## config.mk

```make
export PLATFORM = sky130hd
export DESIGN_NAME = cam_dvp_tx
export DESIGN_NICKNAME = d
export VERILOG_FILES = /design/src/rtl/cam_dvp_pkg.sv /design/src/rtl/cam_pclk_gen.sv /design/src/rtl/cam_dvp_tx.sv
export SDC_FILE = /design/constraint.sdc
export NUM_CORES = 1
export LEC_CHECK = 0
export CAP_MARGIN = 20
export CORE_MARGIN = 4
export CORE_UTILIZATION = 50
export DETAILED_ROUTE_END_ITERATION = 10
export GPL_TIMING_DRIVEN = 0
export PLACE_DENSITY = 0.75
export SLEW_MARGIN = 20
export SYNTH_ARGS = -nofsm -noshare
export SYNTH_HDL_FRONTEND = slang
export SYNTH_SLANG_ARGS = --single-unit
```

## constraint.sdc

```tcl
create_clock -name clk_i -period 8.1 [get_ports clk_i]
set_input_delay 0.81 -clock clk_i [delete_from_list [all_inputs] [get_ports clk_i]]
set_output_delay 0.81 -clock clk_i [all_outputs]
set_load 0.005 [all_outputs]
```

## src/rtl/cam_dvp_pkg.sv

```systemverilog
// Shared definitions for the DVP camera-stream generator and its consumers:
// the frame state encoding and the default sensor timing.
package cam_dvp_pkg;

  // One state per region of the frame; the FSM advances once per pclk period
  typedef enum logic [2:0] {
    ST_IDLE,
    ST_VSYNC,
    ST_VBP,
    ST_LINE,
    ST_HBLANK,
    ST_VFP
  } cam_state_t;

  // Default OV-style timing, also used by the capture-side benches
  localparam int DEF_LINE_BYTES = 320;
  localparam int DEF_LINES      = 240;
  localparam int DEF_VSYNC_LEN  = 3;
  localparam int DEF_VBP        = 17;
  localparam int DEF_HBLANK     = 16;
  localparam int DEF_VFP        = 10;
  localparam int DEF_PCLK_DIV   = 2;

  // Larger of two integers, used to size the shared period counter
  function automatic int max2(input int a, input int b);
    return (a > b) ? a : b;
  endfunction

endpackage

```

## src/rtl/cam_pclk_gen.sv

```systemverilog
// Pixel-clock divider: while enabled, cam_pclk toggles every PCLK_DIV clk_i
// cycles starting low. rise_en/fall_en flag the clk_i cycle whose edge drives
// cam_pclk high/low, so the caller can launch data on the falling side.
module cam_pclk_gen #(
  parameter int PCLK_DIV = 2
) (
  input  logic clk_i,
  input  logic rst_n,
  input  logic en,
  output logic cam_pclk,
  output logic fall_en,
  output logic rise_en
);

  localparam int DW = (PCLK_DIV > 1) ? $clog2(PCLK_DIV) : 1;
  localparam logic [DW-1:0] DIV_LAST = DW'(PCLK_DIV - 1);

  logic [DW-1:0] div_cnt_reg;
  logic          pclk_reg;
  logic          tick;

  assign tick     = en && (div_cnt_reg == DIV_LAST);
  assign rise_en  = tick && !pclk_reg;
  assign fall_en  = tick && pclk_reg;
  assign cam_pclk = pclk_reg;

  // Half-period counter; disabled means held low with the phase reset
  always_ff @(posedge clk_i or negedge rst_n) begin
    if (!rst_n) begin
      div_cnt_reg <= '0;
      pclk_reg    <= 1'b0;
    end else if (!en) begin
      div_cnt_reg <= '0;
      pclk_reg    <= 1'b0;
    end else if (tick) begin
      div_cnt_reg <= '0;
      pclk_reg    <= ~pclk_reg;
    end else begin
      div_cnt_reg <= div_cnt_reg + DW'(1);
    end
  end

endmodule

```

## src/rtl/cam_dvp_tx.sv

```systemverilog
// DVP camera-stream generator. Emits whole frames (vsync, back porch, lines
// separated by horizontal blanking, front porch) with a deterministic byte
// pattern (x + y + frame_cnt). All sync/data outputs change only on the edge
// that drives cam_pclk low, so they are stable at every pclk rise.
// Optional macro CAM_DVP_TX_EXT_PIX_EN: pixel bytes come from pix_i, with a
// pix_rd strobe on each launched byte, instead of the internal pattern.
module cam_dvp_tx
  import cam_dvp_pkg::*;
#(
  parameter int LINE_BYTES = DEF_LINE_BYTES,
  parameter int LINES      = DEF_LINES,
  parameter int VSYNC_LEN  = DEF_VSYNC_LEN,
  parameter int VBP        = DEF_VBP,
  parameter int HBLANK     = DEF_HBLANK,
  parameter int VFP        = DEF_VFP,
  parameter int PCLK_DIV   = DEF_PCLK_DIV
) (
  input  logic       clk_i,
  input  logic       rst_n,
  input  logic       start,
  input  logic       cont,
  output logic       busy,
  output logic       frame_done,
  output logic       cam_vsync,
  output logic       cam_href,
  output logic       cam_pclk,
  output logic [7:0] cam_data
`ifdef CAM_DVP_TX_EXT_PIX_EN
  ,
  input  logic [7:0] pix_i,
  output logic       pix_rd
`endif
);

  localparam int CNT_MAX = max2(max2(max2(VSYNC_LEN, VBP), max2(LINE_BYTES, HBLANK)), VFP);
  localparam int CW      = $clog2(CNT_MAX + 1);
  localparam int LW      = $clog2(LINES + 1);

  // Last count value of each region; zero-length porches never reach theirs
  localparam logic [CW-1:0] VSYNC_LAST  = CW'(VSYNC_LEN - 1);
  localparam logic [CW-1:0] VBP_LAST    = CW'((VBP > 0) ? VBP - 1 : 0);
  localparam logic [CW-1:0] LINE_LAST   = CW'(LINE_BYTES - 1);
  localparam logic [CW-1:0] HBLANK_LAST = CW'(HBLANK - 1);
  localparam logic [CW-1:0] VFP_LAST    = CW'((VFP > 0) ? VFP - 1 : 0);
  localparam logic [LW-1:0] LAST_LINE   = LW'(LINES - 1);

  cam_state_t    state_reg, state_next;
  logic [CW-1:0] cnt_reg, cnt_next;
  logic [LW-1:0] line_reg, line_next;
  logic [7:0]    frame_cnt_reg, frame_cnt_next;
  logic          end_frame;
  logic          upd;
  logic          fall_en;
  logic          rise_en;
  logic          rise_unused;
  logic [7:0]    pix_src;

  logic          vsync_reg, href_reg, frame_done_reg;
  logic [7:0]    data_reg;

  cam_pclk_gen #(
    .PCLK_DIV (PCLK_DIV)
  ) u_pclk_gen (
    .clk_i    (clk_i),
    .rst_n    (rst_n),
    .en       (state_reg != ST_IDLE),
    .cam_pclk (cam_pclk),
    .fall_en  (fall_en),
    .rise_en  (rise_en)
  );

  // Rise strobe is only of interest to receivers built on the same divider
  assign rise_unused = rise_en;

  // Output launch point: frame start, or any edge that drives pclk low
  assign upd = ((state_reg == ST_IDLE) && start) || fall_en;

`ifdef CAM_DVP_TX_EXT_PIX_EN
  assign pix_src = pix_i;
  assign pix_rd  = upd && (state_next == ST_LINE);
`else
  assign pix_src = 8'(cnt_next) + 8'(line_next) + frame_cnt_next;
`endif

  assign busy       = (state_reg != ST_IDLE);
  assign frame_done = frame_done_reg;
  assign cam_vsync  = vsync_reg;
  assign cam_href   = href_reg;
  assign cam_data   = data_reg;

  // Frame sequencing: region state, period counter, line and frame counters
  always_comb begin
    state_next     = state_reg;
    cnt_next       = cnt_reg;
    line_next      = line_reg;
    frame_cnt_next = frame_cnt_reg;
    end_frame      = 1'b0;
    case (state_reg)
      ST_IDLE: begin
        if (start) begin
          state_next = ST_VSYNC;
          cnt_next   = '0;
          line_next  = '0;
        end
      end
      ST_VSYNC: begin
        if (fall_en) begin
          if (cnt_reg == VSYNC_LAST) begin
            cnt_next   = '0;
            state_next = (VBP == 0) ? ST_LINE : ST_VBP;
          end else begin
            cnt_next = cnt_reg + CW'(1);
          end
        end
      end
      ST_VBP: begin
        if (fall_en) begin
          if (cnt_reg == VBP_LAST) begin
            cnt_next   = '0;
            state_next = ST_LINE;
          end else begin
            cnt_next = cnt_reg + CW'(1);
          end
        end
      end
      ST_LINE: begin
        if (fall_en) begin
          if (cnt_reg == LINE_LAST) begin
            cnt_next = '0;
            if (line_reg != LAST_LINE) begin
              state_next = ST_HBLANK;
            end else if (VFP == 0) begin
              end_frame = 1'b1;
            end else begin
              state_next = ST_VFP;
            end
          end else begin
            cnt_next = cnt_reg + CW'(1);
          end
        end
      end
      ST_HBLANK: begin
        if (fall_en) begin
          if (cnt_reg == HBLANK_LAST) begin
            cnt_next   = '0;
            line_next  = line_reg + LW'(1);
            state_next = ST_LINE;
          end else begin
            cnt_next = cnt_reg + CW'(1);
          end
        end
      end
      ST_VFP: begin
        if (fall_en) begin
          if (cnt_reg == VFP_LAST) begin
            end_frame = 1'b1;
          end else begin
            cnt_next = cnt_reg + CW'(1);
          end
        end
      end
      default: state_next = ST_IDLE;
    endcase
    // End of frame: count it, then restart straight into vsync or go idle
    if (end_frame) begin
      frame_cnt_next = frame_cnt_reg + 8'd1;
      cnt_next       = '0;
      line_next      = '0;
      state_next     = cont ? ST_VSYNC : ST_IDLE;
    end
  end

  // Sequencer state registers
  always_ff @(posedge clk_i or negedge rst_n) begin
    if (!rst_n) begin
      state_reg     <= ST_IDLE;
      cnt_reg       <= '0;
      line_reg      <= '0;
      frame_cnt_reg <= '0;
    end else begin
      state_reg     <= state_next;
      cnt_reg       <= cnt_next;
      line_reg      <= line_next;
      frame_cnt_reg <= frame_cnt_next;
    end
  end

  // Registered sensor outputs, launched from the upcoming state
  always_ff @(posedge clk_i or negedge rst_n) begin
    if (!rst_n) begin
      vsync_reg      <= 1'b0;
      href_reg       <= 1'b0;
      data_reg       <= 8'h00;
      frame_done_reg <= 1'b0;
    end else begin
      frame_done_reg <= end_frame;
      if (upd) begin
        vsync_reg <= (state_next == ST_VSYNC);
        href_reg  <= (state_next == ST_LINE);
        data_reg  <= (state_next == ST_LINE) ? pix_src : 8'h00;
      end
    end
  end

endmodule

```

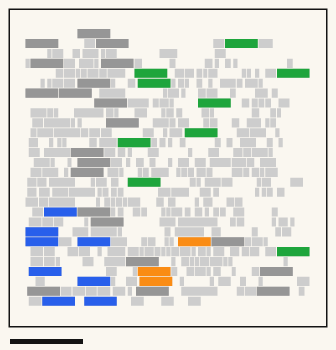
Run 1: sequential cells grouped by signal name
Scale bar: 20 um. Other sequential cells in the stronger gray, the rest of the logic in the fainter gray.
- green: cnt_reg (placed flops 9)
- blue: cam_data (placed flops 8; where lower left)
- orange: state_reg (placed flops 3)
- not colored: 21
Seq power: 258 uW
final design utilization: 58.7%
sequential cell area share: 29.3%

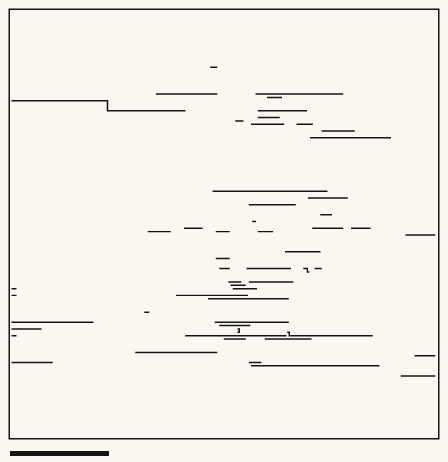
Run 1: M3 wires
Scale bar: 20 um.
- longest straight run: 25.8 um
- share of all routed wire: 5.0%
- wire length on this layer: 421 um
- main direction: horizontal
DR vias: 2723
WL final: 8470 um

==> results.tsv, run 1 <==
metric	value	unit
numCtsBuffers	5	
ys_area	3100	sq um
clockRootBuffer	clkbuf_8	
comb_area_share	53.9	%
ff_count	41	
holdWs	0.491	ns
grtUsageMet2	41.4	%
grt_max_degree	23	
power.density	227	nW/um^2
top_usage_layer	met2	
drc	0	
gp_congestion	0.956	
tap_cells	75	
cts_resized	0	
setup_viol	0	
hold_viol	0	
dieHeight	86.7	um
vias_per_cell	6.16	
n_clock_buffer	6	
ff_type	dfrtp_1	
path_class	reg -> reg	
fillers	533	
buffers	34	
grt_use_met3	3.80	%
worst_slack	2.71	ns
die_area	7520	sq um
ys_types	70	
hold_path_class	in -> async	
use_met1	32.6	%
clock_skew	0.00310	ns
synth_nets	366	
post-route-period-util	66.5	%
cp.arrival	5.59	ns
grt-ovfl-total	0	
instances_no_fill	442	
nNonClkInverters	28	
peakVddDrop	0.000140	V
comb_area	1880	sq um
place_area	3380	sq um
maxUsedRoutingLayer	met4	
track_usage	24.5	%
cts_sinks	41	
crit_required	8.30	ns
slew_headroom	56.0	%
first_pass_iters	5	
slew_violations	0	
outcome	complete, no violations	
yosys_warnings	0	
cts_hold_buf	0	
cts_tree	done	
ys_ff	41	
ctsLongestPathBuffers	2	
r2r_start	cnt_reg[1]	
buffer_area_share	7.62	%
critPathLaunch	cnt_reg[1]	
rsz0062_at_grt	false	
largestClassByArea	logic gates	
detailed_place_hpwl	6380	um
layout_top_cells	dfrtp_1, nand2_1, inv_1, nor2_1, nand3_1	
finalCriticalPeriod	5.39	ns
antennaDiodeCount	0	
p_total	792	uW
cap_violations	0	
num_io_pins	17	
place_ws	2.73	ns
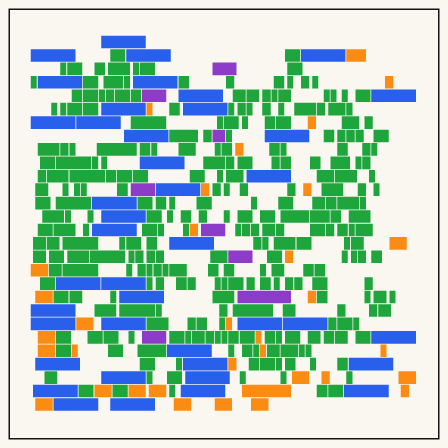
Run 1: cells colored by class
- orange: remaining buffers and delay cells (cells 34; share of their area 7.8%)
- purple: clock drivers and dummy loads (cells 8; share of their area 3.5%)
- blue: registers (cells 41; share of their area 30%)
- green: remaining logic cells (cells 284; share of their area 58%)
area of the core: 5960 sq um
Rows: 28
final instance area: 3500 sq um

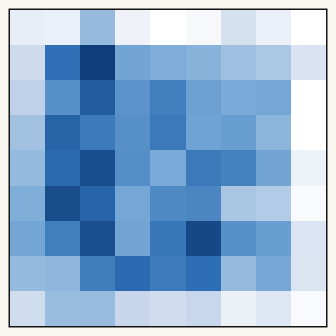
Run 1: cell density map
The die is cut into 9 by 9 equal tiles; white is low, dark blue is high, 0 to 100% covered.
- mean over tiles: 45%
- emptiest ninth of the die: upper right
- nearly empty tiles: 4.9%

[run 1: synthesized netlist by cell type (7+ instances only)]
library cell	n	area [sq um]
a21oi_1	15	75.1
a22o_1	7	61.3
nand2_1	35	131
dfrtp_1	41	1030
fa_1	8	160
nor2_1	21	78.8
buf_2	10	50.1
xor2_1	9	78.8
inv_1	24	90.1
xnor2_1	10	87.6
ha_1	12	150
nand3_1	17	85.1
nand4_1	7	43.8
a21o_1	8	60.1
[run 1: report_power, final]
part,internal [mW],leakage [nW],total [mW],switching [mW]
clock,0.100,0.0574,0.180,0.0796
sequential,0.228,0.561,0.258,0.0299
combinational,0.130,1.10,0.354,0.224
total,0.459,1.72,0.792,0.333
[run 1: cell families after synthesis]
kind of cell	count (synthesis)	synth area share, %
AND/OR/NAND/NOR	128	23.1
AND-OR/OR-AND	84	19.6
buffers and inverters	45	6.10
flip-flops	41	33.1
XOR/XNOR	21	6.62
adder cells (fa/ha/maj)	20	10.0
multiplexers	3	1.45
[run 1: worst max-delay path, stage by stage, from the launching register on]
cell and delay, ns:
dfrtp_1 0.51, ha_1 0.28, and3_1 0.18, buf_2 0.17
nand3_1 0.20, mux2_2 0.22, nor2_1 0.04, o21ai_1 0.29
o21ai_1 0.22, o311ai_0 0.63, fa_1 0.58, fa_1 0.47
a21o_1 0.17, a21o_1 0.19, a21o_1 0.18, a21oi_1 0.17
xnor3_1 0.28, xor2_1 0.17, xnor2_1 0.13, a22o_1 0.20
[run 1: worst paths after layout]
kind	endpoint	slack, ns	cells past startpoint
max in group asynchronous	frame_cnt_reg[2]	7.10	2
worst max register to register	cam_data[7]	2.71	19
worst max-delay path	cam_data[7]	2.71	19
worst min-delay path	cnt_reg[1]	0.49	1
worst min register to register	cam_data[0]	0.49	2
min in group clk_i	cam_data[0]	0.49	2
==> run 2: changes to the inputs <==
PLACE_DENSITY = 0.77   (was 0.75)
clock period = 4.9 ns   (was 8.1 ns; I/O delays follow)
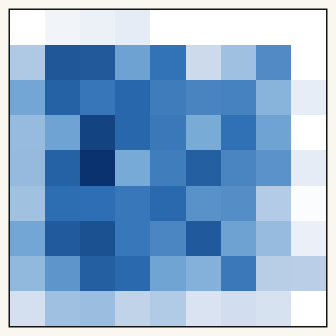
Run 2: cell density map
The die is cut into 9 by 9 equal tiles; white is low, dark blue is high, 0 to 100% covered.
final design utilization: 61.2%
floorplan utilization: 52.0%

==> run 2 against run 1 <==
  * Worst setup slack lost 2.6 ns
  * Worst hold slack worse by 0.39 ns
  * Sequential power up 66%
  * Synthesized cell count unchanged
  * Utilization is 2.5 points higher
  * Cell area rose by 4.2%
  * Combinational power grew 74%
  * Register-to-register slack lost 2.6 ns
  * Clock power up 27%
==> results.tsv, run 2 <==
metric	value	unit
finalCriticalPeriod	4.76	ns
antennaDiodeCount	0	
fin_setup_tns	0	ns
track_usage	23.5	%
wirelength	8230	um
holdWs	0.0993	ns
cts.htree.levels	2	
endpoint_kind	flip-flop	
fillers	522	
layout_top_cells	dfrtp_1, nand2_1, inv_1, nor2_1, nand3_1	
detailed_place_hpwl	6180	um
dieHeight	86.7	um
top_cells_by_count	dfrtp_1, nand2_1, inv_1, nor2_1, nand3_1	
grt_pass1_vias	2721	
hold_path_class	in -> async	
port_buffers	16	
clock_skew	0.00284	ns
peakVddDrop	0.000232	V
drive_gt1_share	20.7	%
startpoint_type	flip-flop	
area_growth_syn_to_layout	17.5	%
crit_required	5.09	ns
ys_types	70	
fmax	210	MHz
grt_pass1_wl	13800	um
num_vias	2741	
cts_hold_buf	0	
chipWidth	86.7	um
ff_type	dfrtp_1	
avgSynthCellArea	9.06	sq um
mostFrequentLayoutCell	dfrtp_1	
clockRootBuffer	clkbuf_8	
worst_slack	0.141	ns
drc	0	
slew_headroom	62.1	%
syn_area	3100	sq um
synth_cells	342	
numCtsBuffers	5	
cts_sinks	41	
warnings	29	
grt-ovfl-total	0	
die_area	7520	sq um
wl_met2	4090	um
hold_viol	0	
use_met1	31.5	%
ys_cells	342	
num_io_pins	17	
maxPowerGroup	combinational cells	
ctsLongestPathBuffers	2	
top_usage_layer	met2	
p_clk	229	uW
grt_use_met3	3.04	%
comb_area	1980	sq um
comb_power_share	48.4	%
ant_nets	0	
synth_top_area_share	33.1	%
largest_reg_flops	9	
slew_violations	0	
ys_ff	41	
power.density	350	nW/um^2
top_area_cell	dfrtp_1	
gp_congestion	0.956	
p_leak	1.76	nW
outcome	complete, no violations	
synth_seq_share	33.1	%
intPower	722	uW
cts_tree	done	
setup_viol	0	
cp.arrival	4.95	ns
core	5960	sq um
p_total	1.28	mW
cp_max_fo	9	
synthArstFlopShare	100	%
p_sw	553	uW
rows	28	
yosys_warnings	0	
ys_area	3100	sq um
grt_max_degree	28	
vias_per_cell	6.06	
met3_length	389	um
switching_share	43.4	%
met1Wirelength	3610	um
place_ws	-0.278	ns
synth_nets	366	
instances_no_fill	452	
power_frac_seq	33.6	%
cap_violations	0	
top_cells_by_area	dfrtp_1, fa_1, ha_1	
place_area	3370	sq um
post-place-cells	434	
grtUsageMet2	39.4	%
p_clk_share	18.0	%
maxUsedRoutingLayer	met4	
clock_latency	0.30	ns
nets	400	
antenna_found_initial	0	
first_pass_iters	5	
post-route-period-util	97.1	%
edf_count	0	
drtIter0Drc	287	
synth_top_cell_by_count	dfrtp_1	
path_class	reg -> reg	
wl_per_cell	18.2	um
cts.clk_slew.worst_paths	0.08	ns
fin_area	3640	sq um
worst_slew_pin_slew	0.567	ns
comb_cell_power	617	uW
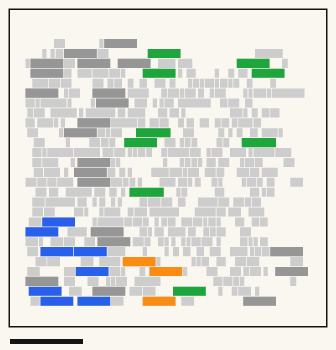
Run 2: sequential cells grouped by signal name
Scale bar: 20 um. Other sequential cells in the stronger gray, the rest of the logic in the fainter gray.
- green: cnt_reg (placed flops 9)
- orange: state_reg (placed flops 3)
- blue: cam_data (placed flops 8; where lower left)
- not colored: 21
sequential cell area share: 28.3%
combined flip-flop and latch cell area: 1030 sq um
Seq power: 429 uW

-- run 2: cell counts after synthesis --
No cell type changed its count.
-- run 2: area by class of cell --
type	instances	share of cell area (%)
buffer	15	2.30
clock buffer	6	1.99
clock inverter	2	0.412
inverter	28	2.89
multi-input combinational	256	54.3
sequential	41	28.3
tap	75	2.58
timing repair buffer	29	7.28
-- run 2: cell families after synthesis --
group / Yosys count / share of synthesized area [%]
and+or+nand+nor: 128 / 23.1
AOI/OAI and AO/OA: 84 / 19.6
buffers and inverters: 45 / 6.10
DFF: 41 / 33.1
xor gates and xnor gates: 21 / 6.62
adders and majority gates: 20 / 10.0
muxes: 3 / 1.45
-- run 2: worst paths after layout --
kind	start	end	cells past startpoint	slack, ns
worst max-delay path	cnt_reg[8]	cam_data[7]	19	0.14
max in group asynchronous	rst_n	cnt_reg[0]	2	4.32
worst min register to register	cam_vsync	cam_vsync	2	0.48
min in group clk_i	cam_vsync	cam_vsync	2	0.48
worst min-delay path	rst_n	u_pclk_gen.cam_pclk	1	0.1
worst max register to register	cnt_reg[8]	cam_data[7]	19	0.14
-- run 2: critical path: stages, from the launching register on --
cell,delay (ns)
dfrtp_1,0.38
buf_6,0.15
nor4_4,0.35
nand4_1,0.17
and2_2,0.31
a21oi_4,0.16
o21ai_2,0.09
a222oi_1,0.42
nor2_1,0.15
fa_1,0.49
ha_2,0.21
fa_2,0.36
a21o_1,0.16
a21o_1,0.17
a21o_1,0.19
a21oi_2,0.15
xnor3_1,0.27
xor2_1,0.17
xnor2_1,0.13
a22o_1,0.20
-- run 2: timing repair --
| action | CTS | global route |
|---|---|---|
| resized | 12 | 19 |
| buffers inserted | 6 | 6 |
| pin swaps | 4 | 11 |
| setup endpoints to repair | 1 | 1 |
==> run 3: changes to the inputs <==
CAP_MARGIN = 30   (was 20)
CTS_CLUSTER_DIAMETER = 200   (was default)
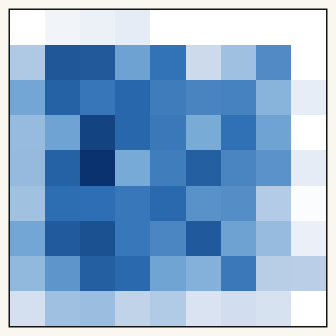
Run 3: cell density map
The die is cut into 9 by 9 equal tiles; white is low, dark blue is high, 0 to 100% covered.
- nearly empty tiles: 12%
- emptiest ninth of the die: upper right
- tiles over 75% full: 20%
- mean over tiles: 47%
- fullest tile: 99%

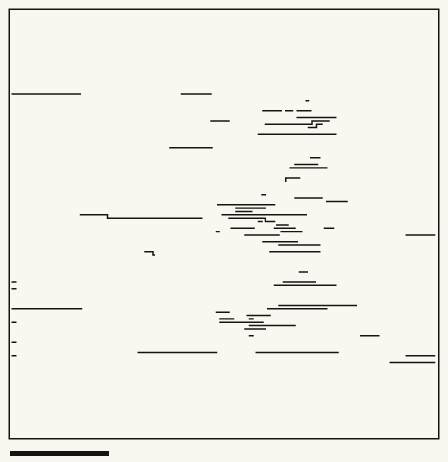
Run 3: M3 wires
Scale bar: 20 um.
- main direction: horizontal
- longest straight run: 19.1 um
DR vias: 2741
M3 GR Usage: 3.04%

==> run 3 against run 2 <==
  * Cell area did not move
  * Die area unchanged
  * Worst hold slack unchanged
  * Global-route usage unchanged
  * Wire length is the same
  * Synthesized cell count stayed put
  * First-iteration DRC count stayed put
  * Worst setup slack is the same
  * Sequential cell count did not move
  * Critical path depth unchanged
  * Largest cell class unchanged
  * Combinational power about the same
  * Clock skew unchanged
==> results.tsv, run 3 <==
metric	value	unit
outcome	complete, no violations	
synthArstFlopShare	100	%
p_leak	1.76	nW
chipWidth	86.7	um
ys_area	3100	sq um
cts_sinks	41	
top_usage_layer	met2	
comb_power_share	48.4	%
power_frac_seq	33.6	%
ff_type	dfrtp_1	
p_clk	229	uW
endpoint_kind	flip-flop	
port_buffers	16	
post-route-util	61.2	%
rows	28	
drc	0	
synth_cells	342	
cts.htree.levels	2	
core	5960	sq um
wirelength	8230	um
ys_cells	342	
synth_top_cell_by_count	dfrtp_1	
largest_reg_flops	9	
cap_violations	0	
synth_seq_share	33.1	%
seq_cell_power	429	uW
warnings	29	
cts_hold_buf	0	
fmax	210	MHz
cts_tree	done	
clock_skew	0.00284	ns
fillers	522	
num_io_pins	17	
intPower	722	uW
edf_count	0	
antennaDiodeCount	0	
track_usage	23.5	%
avgSynthCellArea	9.06	sq um
startpoint_type	flip-flop	
cp.arrival	4.95	ns
gp_congestion	0.956	
top_cells_by_area	dfrtp_1, fa_1, ha_1	
ant_nets	0	
crit_path_top_delay_cell	fa_1	
top_area_cell	dfrtp_1	
grt_pass1_wl	13800	um
dieHeight	86.7	um
yosys_warnings	0	
peakVddDrop	0.000232	V
wl_met2	4090	um
wl_per_cell	18.2	um
area_growth_syn_to_layout	17.5	%
comb_area	1980	sq um
nets	400	
numCtsBuffers	5	
hold_viol	0	
hold_path_class	in -> async	
detailed_place_hpwl	6180	um
drtIter0Drc	287	
regArea	1030	sq um
switching_share	43.4	%
grt-ovfl-total	0	
antenna_found_initial	0	
clock_latency	0.30	ns
p_total	1.28	mW
met1Wirelength	3610	um
cts.clk_slew.worst_paths	0.08	ns
first_pass_iters	5	
syn_area	3100	sq um
grt_pass1_vias	2721	
crit_required	5.09	ns
layout_top_cells	dfrtp_1, nand2_1, inv_1, nor2_1, nand3_1	
top_cells_by_count	dfrtp_1, nand2_1, inv_1, nor2_1, nand3_1	
p_sw	553	uW
ys_ff	41	
fin_setup_tns	0	ns
crit_chain	buf_6 > nor4_4 > nand4_1 > and2_2 > a21oi_4 > o21ai_2 > a222oi_1 > nor2_1 > fa_1 > ha_2 > fa_2 > a21o_1 > a21o_1 > a21o_1 > a21oi_2 > xnor3_1 > xor2_1 > xnor2_1 > a22o_1	
post-cts-setup-buffer-count	6	
power.density	350	nW/um^2
ys_types	70	
clockRootBuffer	clkbuf_8	
post-route-period-util	97.1	%
cp_max_fo	9	
initCoreUtil	52.0	%
maxUsedRoutingLayer	met4	
comb_cell_power	617	uW
mostFrequentLayoutCell	dfrtp_1	
drive_gt1_share	20.7	%
post-place-cells	434	
die_area	7520	sq um
cp_common_cell	a21o_1	
met3_length	389	um
finalCriticalPeriod	4.76	ns
worst_slew_pin_slew	0.567	ns
grt_max_degree	28	
slew_headroom	62.1	%
reg2reg_depth	19	
p_clk_share	18.0	%
path_class	reg -> reg	
ctsLongestPathBuffers	2	
use_met1	31.5	%
instances_no_fill	452	
setup_viol	0	
synth_top_area_share	33.1	%
grtUsageMet2	39.4	%
maxPowerGroup	combinational cells	
vias_per_cell	6.06	
cts_resized	12	
slew_violations	0	
holdWs	0.0993	ns
critical_path.max_stage_delay	0.49	ns
synth_nets	366	
run 3: cell counts after synthesis:
Identical to the previous run, type by type.
run 3: path summary, 6_finish.rpt:
kind,startpoint,endpoint,slack (ns)
worst min register to register,cam_vsync,cam_vsync,0.48
worst max-delay path,cnt_reg[8],cam_data[7],0.14
worst max register to register,cnt_reg[8],cam_data[7],0.14
max in group asynchronous,rst_n,cnt_reg[0],4.32
min in group clk_i,cam_vsync,cam_vsync,0.48
worst min-delay path,rst_n,u_pclk_gen.cam_pclk,0.1
run 3: layout make-up:
cell class	count	area share [%]
flip-flops and latches	41	28.3
inverters	28	2.89
clock inverters	2	0.412
repair buffers	29	7.28
clock buffers	6	1.99
plain buffers	15	2.30
multi-input cells	256	54.3
well taps	75	2.58
run 3: worst max-delay path, delay by kind of cell (launching register included):
kind | cells | cell delay, ns
AND-OR/OR-AND | 8 | 1.54
XOR/XNOR | 3 | 0.57
adder cells (fa/ha/maj) | 3 | 1.06
buffers and inverters | 1 | 0.15
flip-flops | 1 | 0.38
AND/OR/NAND/NOR | 4 | 0.98
run 3: logic make-up (layout without fill, tap and decap cells):
family | Yosys count | after routing | share of synthesized area, %
AND-OR/OR-AND | 84 | 84 | 19.6
multiplexers | 3 | 3 | 1.45
buffers and inverters | 45 | 80 | 6.10
AND/OR/NAND/NOR | 128 | 128 | 23.1
flip-flops | 41 | 41 | 33.1
adder cells (fa/ha/maj) | 20 | 20 | 10.0
XOR/XNOR | 21 | 21 | 6.62
run 3: stage by stage:
step	cell area, sq um	setup WS, ns
2_1_floorplan	3100	0.386
3_3_place_gp	3350	-0.349
3_5_place_dp	3370	-0.278
4_1_cts	3550	0.0306
5_1_grt	3640	-0.0156
6_report	3640	0.141
Power figures rest on the tool's default switching activity, not on a simulated workload.
